**src/rtl/pulse_capture.sv**
```systemverilog
// Measures high time and period of an asynchronous pulse waveform in Clk50 cycles.
// A synchronizer and history flop feed a three-state measurement FSM with saturating count and timeout.
module pulse_capture #(
  parameter logic [31:0] TIMEOUT     = 32'd10000,
  parameter int          SYNC_STAGES = 2
) (
  input  logic        Clk50,
  input  logic        Reset,
  input  logic        Input,
  output logic [31:0] HighCount,
  output logic [31:0] PeriodCount,
  output logic        Valid,
  output logic        Timeout,
  output logic        Busy
);

  typedef enum logic [1:0] {
    ST_IDLE = 2'd0,
    ST_HIGH = 2'd1,
    ST_LOW  = 2'd2
  } state_e;

  localparam logic [31:0] COUNT_MAX = 32'hFFFF_FFFF;

  logic [SYNC_STAGES-1:0] sync_q;
  logic                   hist_q;
  logic                   sync_s;
  logic                   rise_s;
  logic                   fall_s;

  state_e      state_q,        state_d;
  logic [31:0] count_q,        count_d;
  logic [31:0] count_inc_s;
  logic [31:0] high_latch_q,   high_latch_d;
  logic [31:0] high_count_q,   high_count_d;
  logic [31:0] period_count_q, period_count_d;
  logic        valid_q,        valid_d;
  logic        timeout_q,      timeout_d;
  logic        busy_q,         busy_d;

  assign sync_s = sync_q[SYNC_STAGES-1];
  assign rise_s = sync_s & ~hist_q;
  assign fall_s = ~sync_s & hist_q;

  // Input synchronizer chain followed by the edge-detect history flop
  always_ff @(posedge Clk50 or posedge Reset) begin
    if (Reset) begin
      sync_q <= '0;
      hist_q <= 1'b0;
    end else begin
      sync_q <= {sync_q[SYNC_STAGES-2:0], Input};
      hist_q <= sync_s;
    end
  end

  assign count_inc_s = (count_q == COUNT_MAX) ? count_q : (count_q + 32'd1);

  // Measurement FSM next-state; an edge always wins over an expiring timeout
  always_comb begin
    state_d        = state_q;
    count_d        = count_q;
    high_latch_d   = high_latch_q;
    high_count_d   = high_count_q;
    period_count_d = period_count_q;
    valid_d        = 1'b0;
    timeout_d      = 1'b0;
    case (state_q)
      ST_IDLE: begin
        if (rise_s) begin
          state_d = ST_HIGH;
          count_d = 32'd1;
        end else begin
          count_d = count_q;
        end
      end
      ST_HIGH: begin
        if (fall_s) begin
          high_latch_d = count_q;
          count_d      = count_inc_s;
          state_d      = ST_LOW;
        end else if (count_q == TIMEOUT) begin
          state_d   = ST_IDLE;
          count_d   = 32'd0;
          timeout_d = 1'b1;
        end else begin
          count_d = count_inc_s;
        end
      end
      ST_LOW: begin
        if (rise_s) begin
          period_count_d = count_q;
          high_count_d   = high_latch_q;
          valid_d        = 1'b1;
          count_d        = 32'd1;
          state_d        = ST_HIGH;
        end else if (count_q == TIMEOUT) begin
          state_d   = ST_IDLE;
          count_d   = 32'd0;
          timeout_d = 1'b1;
        end else begin
          count_d = count_inc_s;
        end
      end
      default: begin
        state_d = ST_IDLE;
        count_d = 32'd0;
      end
    endcase
    busy_d = (state_d == ST_HIGH) || (state_d == ST_LOW);
  end

  // FSM, counters and registered outputs
  always_ff @(posedge Clk50 or posedge Reset) begin
    if (Reset) begin
      state_q        <= ST_IDLE;
      count_q        <= 32'd0;
      high_latch_q   <= 32'd0;
      high_count_q   <= 32'd0;
      period_count_q <= 32'd0;
      valid_q        <= 1'b0;
      timeout_q      <= 1'b0;
      busy_q         <= 1'b0;
    end else begin
      state_q        <= state_d;
      count_q        <= count_d;
      high_latch_q   <= high_latch_d;
      high_count_q   <= high_count_d;
      period_count_q <= period_count_d;
      valid_q        <= valid_d;
      timeout_q      <= timeout_d;
      busy_q         <= busy_d;
    end
  end

  assign HighCount   = high_count_q;
  assign PeriodCount = period_count_q;
  assign Valid       = valid_q;
  assign Timeout     = timeout_q;
  assign Busy        = busy_q;

endmodule

```
**config.mk**
```make
export PLATFORM = sky130hd
export DESIGN_NAME = pulse_capture
export DESIGN_NICKNAME = d
export VERILOG_FILES = /design/src/rtl/pulse_capture.sv
export SDC_FILE = /design/constraint.sdc
export NUM_CORES = 1
export LEC_CHECK = 0
export CORE_UTILIZATION = 50
export CTS_CLUSTER_DIAMETER = 40
export CTS_CLUSTER_SIZE = 14
export DETAILED_ROUTE_END_ITERATION = 12
export PLACE_DENSITY = 0.75
export SLEW_MARGIN = 20
export SYNTH_ARGS = -nofsm -noshare
export SYNTH_HDL_FRONTEND = slang
export SYNTH_SLANG_ARGS = --single-unit
```
**constraint.sdc**
```tcl
create_clock -name Clk50 -period 5.4 [get_ports Clk50]
set_input_delay 1.62 -clock Clk50 [delete_from_list [all_inputs] [get_ports Clk50]]
set_output_delay 1.62 -clock Clk50 [all_outputs]
set_load 0.01 [all_outputs]
```
**Run 1: metal 1**

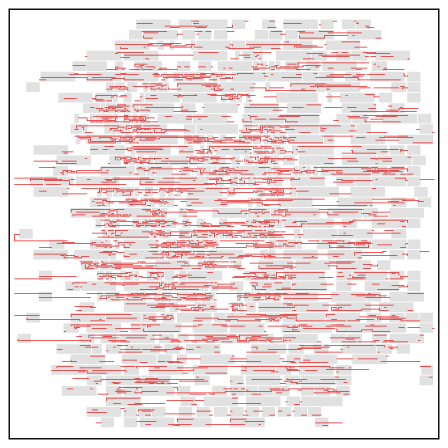
The longest straight run is 34.0 um. The layer holds 42% of the routed length. The layer carries 5490 um of wire. The wires run mostly horizontal. 519 nets have wire on it.

**Run 1: metal 2**

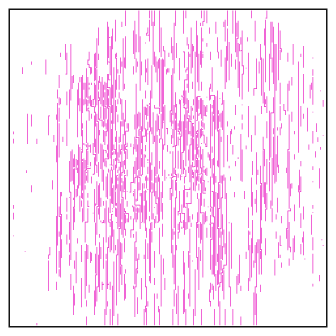
526 nets have wire on it. The wires run mostly vertical. The longest straight run is 50.0 um. The layer holds 49% of the routed length.

==> Slide: Implementation Results, run 1 <==
Synthesis and Place & Route Summary

Routing
  – Post-route DRC: 16

Place
  – Post-Place Cells: 690

Cells and area
  – Post-Layout Cell Count: 721
  – ANT cells: 0

Clock tree
  – Postcts setup bufs: 0
  – Hold Buf Count CTS: 0

Floorplanning
  – Die height: 111 um
  – Fp util: 0.517

Synthesis
  – Ys Warns: 0
  – Post-synth net total: 514
  – Top cells, area: dfrtp_1 (57%), mux2_2 (16%), nand2_1 (2.9%)
  – Number of flops mapped to enable cells by yosys: 0
  – Mapped Cells: 505
  – Most common cell in the netlist: dfrtp_1

Worst hold path
  – Hold Path Sink: sync_q[1]

Final timing
  – Final hold slack: 0.348 ns

Outcome
  – Failing checks: design-rule violations
  – Status: complete, but fails checks

Power and ir drop
  – Pwr top: the clock network

Setup path
  – Crit end category: register
  – Slowest Stage Delay on Critical Path: 0.51 ns
  – WP data arrival: 3.37 ns

Global route
  – Met3 Use GR: 0.0530
**Run 1: signal wires on met3**

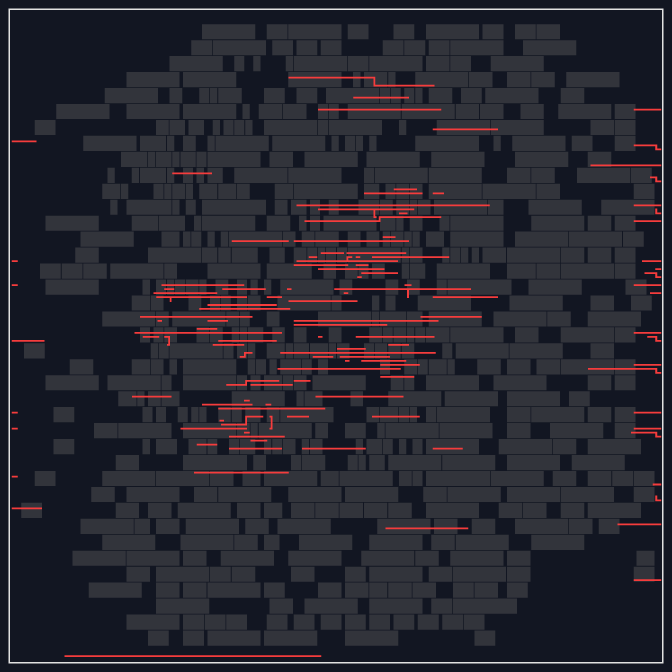
The longest straight run is 43.5 um. The layer holds 7.2% of the routed length. The wires run mostly horizontal. The layer carries 946 um of wire.

## Run 2: what changed since run 1
Settings changed: PLACE_DENSITY 0.75 to 0.73.
Clock period 5.4 ns to 2.9 ns, I/O delays scaled along.
**Run 2: track usage over the die**

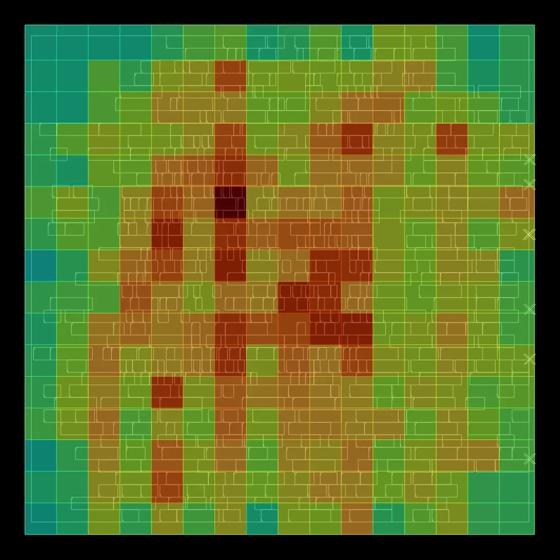
met3 Use GR: 0.0640
average wire per standard cell: 17.9 um
Util after Layout: 0.638
gr usage total: 0.229

==> run 2 against run 1 <==
- the run still ends with design-rule violations left
- critical endpoint is now count_q[7]
- worst setup slack got worse by 2.2 ns
- largest power group is now sequential cells
- synthesized cell count stayed put
- flip-flop count stayed put
- critical path depth decreased by 2
- via count decreased by 2.8%
- non-clock buffer count is 6 higher
- utilization fell by 0.66 points
==> Slide: Implementation Results, run 2 <==
Synthesis and Place & Route Summary

Floorplanning
  – Fp util: 0.517 (unchanged)
  – Die height: 111 um (unchanged)

Setup path
  – CP required: 3.21 ns (was 5.73 ns)
  – WP data arrival: 3.01 ns (was 3.37 ns)
  – Slowest Stage Delay on Critical Path: 0.55 ns (was 0.51 ns)
  – Crit end category: register (unchanged)

Worst hold path
  – Hold Path Sink: sync_q[1] (unchanged)

Global route
  – Largest net degree at the start of global routing: 137 (was 109)

Outcome
  – Failing checks: design-rule violations (unchanged)
  – Status: complete, but fails checks (unchanged)

Routing
  – Total number of vias: 4223 (was 4343)
  – Post-route DRC: 13 (was 16)

Synthesis
  – Synth Area in Adders: 0.0126 (unchanged)
  – Top logic family: multiplexers (unchanged)
  – Ys Warns: 0 (unchanged)
  – Top cells, area: dfrtp_1 (57%), mux2_2 (16%), nand2_1 (2.9%) (unchanged)
  – Most common cell in the netlist: dfrtp_1 (unchanged)
  – Number of flops mapped to enable cells by yosys: 0 (unchanged)
  – Dominant flop cell: dfrtp_1 (unchanged)
  – Post-synth net total: 514 (unchanged)

Power and ir drop
  – Pwr top: sequential cells (was the clock network)
  – Seq pwr: 0.00205 W (was 0.00110 W)

Clock tree
  – Hold Buf Count CTS: 0 (unchanged)
  – Clk buf depth: 2 (unchanged)
  – Latency at later pin: 0.42 ns (about the same)
  – Postcts setup bufs: 0 (unchanged)

Cells and area
  – Post-Layout Cell Count: 728 (was 721)
  – Dominant logic cell types in the final layout: dfrtp_1 (136), mux2_2 (84), clkdlybuf4s50_1 (69) (unchanged)
  – ANT cells: 0 (unchanged)

Final timing
  – Final hold slack: 0.347 ns (was 0.348 ns)

Place
  – Post-Place Cells: 696 (was 690)

Run
  – MaxCap Viol Count: 0 (unchanged)
  – OpenROAD warning count: 32 (unchanged)
**Run 2: metal 2**

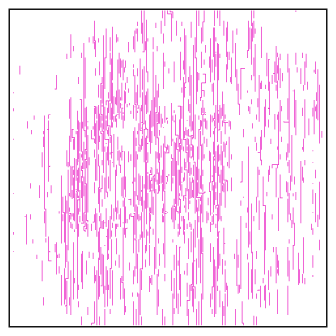
The layer carries 6070 um of wire. The wires run mostly vertical. The layer holds 46% of the routed length. The longest straight run is 35.4 um. 511 nets have wire on it.

Power and IR drop assume default switching activity.
